Figure 1. Register map, names as in the netlist.
Other sequential cells in the stronger grey, the rest of the logic in the fainter grey.
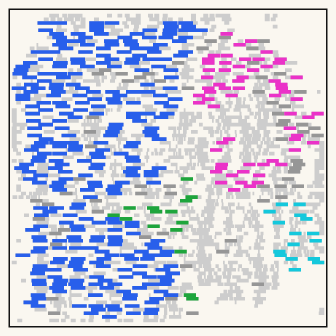
Figure 2. M3 wires.
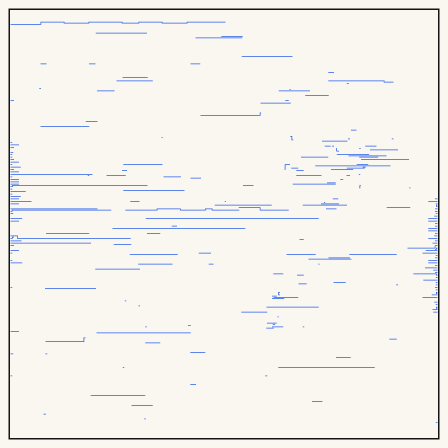
`src/rtl/epidemic_pkg.sv`:
```
// Shared types for the epidemic flooding router.
// Port indices, flit layout, FSM states, round-robin helper.
package epidemic_pkg;

  localparam int NPORTS = 5;

  typedef enum logic [2:0] {
    P_L   = 3'd0,
    P_R   = 3'd1,
    P_T   = 3'd2,
    P_B   = 3'd3,
    P_LOC = 3'd4
  } port_e;

  typedef enum logic {
    IDLE = 1'b0,
    SEND = 1'b1
  } state_e;

  localparam int ID_W_DEF      = 4;
  localparam int SEQ_W_DEF     = 4;
  localparam int PAYLOAD_W_DEF = 8;

  typedef struct packed {
    logic [ID_W_DEF-1:0]      src;
    logic [SEQ_W_DEF-1:0]     seq;
    logic [PAYLOAD_W_DEF-1:0] payload;
  } flit_t;

  function automatic logic [2:0] rr_next(
    input logic [2:0] p
  );
    return (p == 3'(P_LOC)) ? 3'(P_L) : p + 3'd1;
  endfunction

endpackage

```
`src/rtl/epidemic_fifo.sv`:
```
// Synchronous FIFO, one per router input.
// Ports: push/din/full (write), pop/dout/empty (read).
module epidemic_fifo #(
  parameter int W     = 16,
  parameter int DEPTH = 4
) (
  input  logic         clk,
  input  logic         rstn,
  input  logic         push,
  input  logic [W-1:0] din,
  output logic         full,
  input  logic         pop,
  output logic [W-1:0] dout,
  output logic         empty
);

  localparam int AW = $clog2(DEPTH);

  logic [W-1:0] mem [DEPTH];
  logic [AW-1:0] wp, rp;
  logic [AW:0]   cnt;
  logic          wr, rd;

  assign full  = (cnt == (AW+1)'(DEPTH));
  assign empty = (cnt == '0);
  assign dout  = mem[rp];
  assign wr    = push & ~full;
  assign rd    = pop & ~empty;

  always_ff @(posedge clk) begin
    if (wr) mem[wp] <= din;
  end

  always_ff @(posedge clk or negedge rstn) begin
    if (!rstn) begin
      wp  <= '0;
      rp  <= '0;
      cnt <= '0;
    end else begin
      if (wr) wp <= wp + AW'(1);
      if (rd) rp <= rp + AW'(1);
      if (wr && !rd)      cnt <= cnt + (AW+1)'(1);
      else if (!wr && rd) cnt <= cnt - (AW+1)'(1);
    end
  end

endmodule

```
`src/rtl/epidemic_router.sv`:
```
// Flooding mesh router: forwards each new flit once to all
// other enabled ports plus loc, dropping duplicates seen before.
module epidemic_router
  import epidemic_pkg::*;
#(
  parameter int         NODE_ID    = 0,
  parameter int         ID_W       = 4,
  parameter int         SEQ_W      = 4,
  parameter int         PAYLOAD_W  = 8,
  parameter int         FIFO_DEPTH = 4,
  parameter logic [3:0] PORT_EN    = 4'b1111,
  localparam int        FLIT_W     = ID_W + SEQ_W + PAYLOAD_W
) (
  input  logic                 clk,
  input  logic                 rstn,
  input  logic                 i_valid_l,
  input  logic                 i_valid_r,
  input  logic                 i_valid_t,
  input  logic                 i_valid_b,
  input  logic [FLIT_W-1:0]    i_data_l,
  input  logic [FLIT_W-1:0]    i_data_r,
  input  logic [FLIT_W-1:0]    i_data_t,
  input  logic [FLIT_W-1:0]    i_data_b,
  output logic                 o_ready_l,
  output logic                 o_ready_r,
  output logic                 o_ready_t,
  output logic                 o_ready_b,
  output logic                 o_valid_l,
  output logic                 o_valid_r,
  output logic                 o_valid_t,
  output logic                 o_valid_b,
  output logic [FLIT_W-1:0]    o_data_l,
  output logic [FLIT_W-1:0]    o_data_r,
  output logic [FLIT_W-1:0]    o_data_t,
  output logic [FLIT_W-1:0]    o_data_b,
  input  logic                 i_ready_l,
  input  logic                 i_ready_r,
  input  logic                 i_ready_t,
  input  logic                 i_ready_b,
  input  logic                 i_valid_loc,
  input  logic [PAYLOAD_W-1:0] i_data_loc,
  output logic                 o_ready_loc,
  output logic                 o_valid_loc,
  output logic [FLIT_W-1:0]    o_data_loc,
  input  logic                 i_ready_loc,
  output logic [15:0]          o_drop_cnt
);

  localparam int NSRC = 2**ID_W;

  state_e state, state_n;
  logic [NPORTS-1:0] mask, mask_n;
  logic [FLIT_W-1:0] flit, flit_n;
  logic [2:0] ptr, ptr_n;
  logic [SEQ_W-1:0] seq_cnt;
  logic live;

  logic [NPORTS-1:0] push, pop, full, empty, rdy, in_v, acc;
  logic [FLIT_W-1:0] fin  [NPORTS];
  logic [FLIT_W-1:0] fout [NPORTS];

  logic [NSRC-1:0]  seen_valid;
  logic [SEQ_W-1:0] seen_seq [NSRC];

  logic found, dup, seen_we, drop_inc;
  logic [2:0] win, k;
  logic [FLIT_W-1:0] hd;
  logic [ID_W-1:0]   hd_src;
  logic [SEQ_W-1:0]  hd_seq;

  // live holds o_ready low while in reset, releases on first clock
  assign rdy[3:0] = {4{live}} & ~full[3:0] & PORT_EN;
  assign rdy[4]   = live & ~full[4];
  assign in_v     = {i_valid_loc, i_valid_b, i_valid_t,
                     i_valid_r, i_valid_l};
  assign push     = in_v & rdy;

  assign fin[0] = i_data_l;
  assign fin[1] = i_data_r;
  assign fin[2] = i_data_t;
  assign fin[3] = i_data_b;
  assign fin[4] = {ID_W'(NODE_ID), seq_cnt, i_data_loc};

  for (genvar g = 0; g < NPORTS; g++) begin : g_fifo
    epidemic_fifo #(
      .W     (FLIT_W),
      .DEPTH (FIFO_DEPTH)
    ) u_fifo (
      .clk   (clk),
      .rstn  (rstn),
      .push  (push[g]),
      .din   (fin[g]),
      .full  (full[g]),
      .pop   (pop[g]),
      .dout  (fout[g]),
      .empty (empty[g])
    );
  end

  assign {o_ready_loc, o_ready_b, o_ready_t,
          o_ready_r, o_ready_l} = rdy;
  assign {o_valid_loc, o_valid_b, o_valid_t,
          o_valid_r, o_valid_l} = mask;
  assign o_data_l   = flit;
  assign o_data_r   = flit;
  assign o_data_t   = flit;
  assign o_data_b   = flit;
  assign o_data_loc = flit;

  assign acc = mask & {i_ready_loc, i_ready_b, i_ready_t,
                       i_ready_r, i_ready_l};

  // round-robin pick starting at ptr
  always_comb begin
    found = 1'b0;
    win   = 3'(P_L);
    k     = 3'(P_L);
    for (int i = 0; i < NPORTS; i++) begin
      k = 3'((int'(ptr) + i) % NPORTS);
      if (!found && !empty[k]) begin
        found = 1'b1;
        win   = k;
      end
    end
  end

  assign hd     = fout[win];
  assign hd_src = hd[FLIT_W-1 -: ID_W];
  assign hd_seq = hd[PAYLOAD_W +: SEQ_W];
  assign dup    = (hd_src == ID_W'(NODE_ID)) ||
                  (seen_valid[hd_src] &&
                   seen_seq[hd_src] == hd_seq);

  always_comb begin
    state_n  = state;
    mask_n   = mask;
    flit_n   = flit;
    ptr_n    = ptr;
    pop      = '0;
    seen_we  = 1'b0;
    drop_inc = 1'b0;
    unique case (state)
      IDLE: begin
        if (found) begin
          pop[win] = 1'b1;
          ptr_n    = rr_next(win);
          if (win == 3'(P_LOC)) begin
            if (PORT_EN != 4'b0000) begin
              flit_n  = hd;
              mask_n  = {1'b0, PORT_EN};
              state_n = SEND;
            end
          end else if (dup) begin
            drop_inc = 1'b1;
          end else begin
            flit_n  = hd;
            seen_we = 1'b1;
            mask_n  = {1'b1,
                       PORT_EN & ~(4'b0001 << win)};
            state_n = SEND;
          end
        end
      end
      SEND: begin
        mask_n = mask & ~acc;
        if (mask_n == '0) state_n = IDLE;
      end
    endcase
  end

  always_ff @(posedge clk or negedge rstn) begin
    if (!rstn) begin
      state      <= IDLE;
      mask       <= '0;
      flit       <= '0;
      ptr        <= 3'(P_L);
      seq_cnt    <= '0;
      live       <= 1'b0;
      o_drop_cnt <= '0;
    end else begin
      state <= state_n;
      mask  <= mask_n;
      flit  <= flit_n;
      ptr   <= ptr_n;
      live  <= 1'b1;
      if (push[4]) seq_cnt <= seq_cnt + SEQ_W'(1);
      if (drop_inc && o_drop_cnt != 16'hFFFF)
        o_drop_cnt <= o_drop_cnt + 16'd1;
    end
  end

  always_ff @(posedge clk or negedge rstn) begin
    if (!rstn) begin
      seen_valid <= '0;
      for (int i = 0; i < NSRC; i++) seen_seq[i] <= '0;
    end else if (seen_we) begin
      seen_valid[hd_src] <= 1'b1;
      seen_seq[hd_src]   <= hd_seq;
    end
  end

endmodule

```
`config.mk`:
```
export PLATFORM = sky130hd
export DESIGN_NAME = epidemic_router
export DESIGN_NICKNAME = d
export VERILOG_FILES = /design/src/rtl/epidemic_pkg.sv /design/src/rtl/epidemic_fifo.sv /design/src/rtl/epidemic_router.sv
export SDC_FILE = /design/constraint.sdc
export NUM_CORES = 1
export LEC_CHECK = 0
export CORE_UTILIZATION = 40
export DETAILED_ROUTE_END_ITERATION = 10
export HOLD_SLACK_MARGIN = 0.08
export PLACE_DENSITY_LB_ADDON = 0.08
export SETUP_SLACK_MARGIN = 0.1
export SLEW_MARGIN = 20
export SYNTH_ARGS = -nofsm -noshare
export SYNTH_HDL_FRONTEND = slang
export SYNTH_SLANG_ARGS = --single-unit
```
`constraint.sdc`:
```
create_clock -name clk -period 6.95 [get_ports clk]
set_clock_uncertainty 0.2 [all_clocks]
set_input_delay 0.695 -clock clk [delete_from_list [all_inputs] [get_ports clk]]
set_output_delay 0.695 -clock clk [all_outputs]
set_load 0.01 [all_outputs]
```
==> impl_metrics.env <==
# yosys + openroad results
export IMPL_drtPass1Iterations=5
export IMPL_fin_ws_ns=0.220
export IMPL_async_flop_share_pct=34.6
export IMPL_ff_type="edfxtp_1"
export IMPL_relSlewSlack_pct=33.1
export IMPL_mi_logic_area_sq_um=8420
export IMPL_overflow=0
export IMPL_vias_per_cell=5.34
export IMPL_reg2regPathDepth=32
export IMPL_critPathMaxFanout=6
export IMPL_n_all_buffers=298
export IMPL_start_kind="register"
export IMPL_fin_cells=2468
export IMPL_edf_count=304
export IMPL_postLayoutCellArea_sq_um=27100
export IMPL_drtIter0Drc=785
export IMPL_clockNetworkAreaShare_pct=5.94
export IMPL_grtUsageMet3_pct=3.30
export IMPL_tool_warnings=57
export IMPL_cts_tree="built"
export IMPL_cts_htree_levels=2
export IMPL_die_area_sq_um=56100
export IMPL_hold_start="seen_seq[60]"
export IMPL_crit_path_end="o_data_b[10]"
export IMPL_top_cell="edfxtp_1"
export IMPL_fillers=4553
export IMPL_cts_sinks=465
export IMPL_holdPathStages=0
export IMPL_clkbuf_count=70
export IMPL_yosysTopAreaCell="edfxtp_1"
export IMPL_die_h_um=237
export IMPL_synth_avg_cell_area_sq_um=14.5
export IMPL_top_layer="met5"
export IMPL_nMultiInputCombCells=875
export IMPL_ios=190
export IMPL_inv_count=42
export IMPL_grt_pass1_vias=13400
export IMPL_rsz0062_at_grt="true"
export IMPL_die_w_um=237
export IMPL_synth_seq_share_pct=59.7
export IMPL_wire_per_inst_um=22.3
export IMPL_critPathCaptureType="register"
export IMPL_pre_cts_ws_ns=-0.144
export IMPL_outcome="finished, final reports clean"
export IMPL_hold_ws_ns=0.184
export IMPL_netlist_top_cells_area="edfxtp_1 41%, dfrtp_1 18%, mux4_2 7.8%"
export IMPL_num_rows=85
export IMPL_cp_slowest_cell="or4b_4"
export IMPL_design_core_area_sq_um=54100
export IMPL_critPathBufInv=8
export IMPL_crit_required_ns=7.23
export IMPL_post_dp_hpwl_um=38000
export IMPL_antennaDiodeCount=1
export IMPL_final_max_slew_viol_count=0
export IMPL_layout_top_cell="edfxtp_1"
export IMPL_min_period_over_period_pct=96.8
export IMPL_cp_startpoint="ptr[0]"
export IMPL_insertion_delay_ns=0.61
export IMPL_reg2reg_to="o_data_b[10]"
export IMPL_final_hold_viol_count=0
export IMPL_ys_cells=1525
export IMPL_cts_buffer_depth=3
export IMPL_mostFrequentLayoutCells="304 x edfxtp_1, 188 x clkdlybuf4s50_1, 159 x dfrtp_1, 86 x buf_4, 76 x mux4_2"
export IMPL_busiest_layer="met2"
export IMPL_setup_viol=0
export IMPL_worstPathArrival_ns=7.01
export IMPL_detail_route_antenna_nets=0
export IMPL_whs_endpoint="seen_seq[60]"
export IMPL_ys_flops=465
export IMPL_floorplan_core_util_pct=40.7
export IMPL_cts_root_buf="clkbuf_16"
export IMPL_grt_first_pass_wirelength_um=82900
export IMPL_port_buffers=189
export IMPL_syn_area_sq_um=22100
export IMPL_area_growth_pct=23.0
export IMPL_top_register="g_fifo.u_fifo.mem"
export IMPL_critPathTopFamily="AND-OR/OR-AND gates"
export IMPL_largestRegisters="g_fifo.u_fifo.mem (304), seen_seq (64)"
export IMPL_r2r_start="ptr[0]"
export IMPL_floorplan_nets=1667
export IMPL_dp_cells=2327
export IMPL_track_usage_pct=19.6
export IMPL_crit_type="reg -> reg"
export IMPL_routed_wl_met3_um=2280
export IMPL_buf_share_pct=10.7
export IMPL_hold_class="reg -> reg"
export IMPL_drc=0
export IMPL_ys_types=98
## Picture notes: Figure 1
- g_fifo.u_fifo.cnt: green (sequential cells 15)
- o_drop_cnt: cyan (sequential cells 16; where south-east)
- g_fifo.u_fifo.mem: blue (sequential cells 304)
- seen_seq: magenta (sequential cells 64)
Seq/total area: 48.5%
Post-Route Utilization: 50.1%

## Picture notes: Figure 2
- share of all routed wire: 4.2%
- longest straight run: 95.5 um
final wirelength: 55000 um
DR vias: 13200

## cell families after synthesis
group / after synthesis / synth area share, %
fa+ha+maj: 58 / 3.46
buf+inv: 185 / 4.59
simple gates: 350 / 8.74
flops: 465 / 59.7
mux: 217 / 15.0
other cells: 1 / 0.0170
xor+xnor: 60 / 2.47
compound gates: 189 / 6.10
## timing repair
item | CTS | global route
hold endpoints to repair | 54 | 0
buffers inserted | 13 | 31
resized | 35 | 92
pin swaps | 8 | 23
gates cloned | 1 | 3
setup endpoints to repair | 100 | 112
hold buffers | 1 | 0
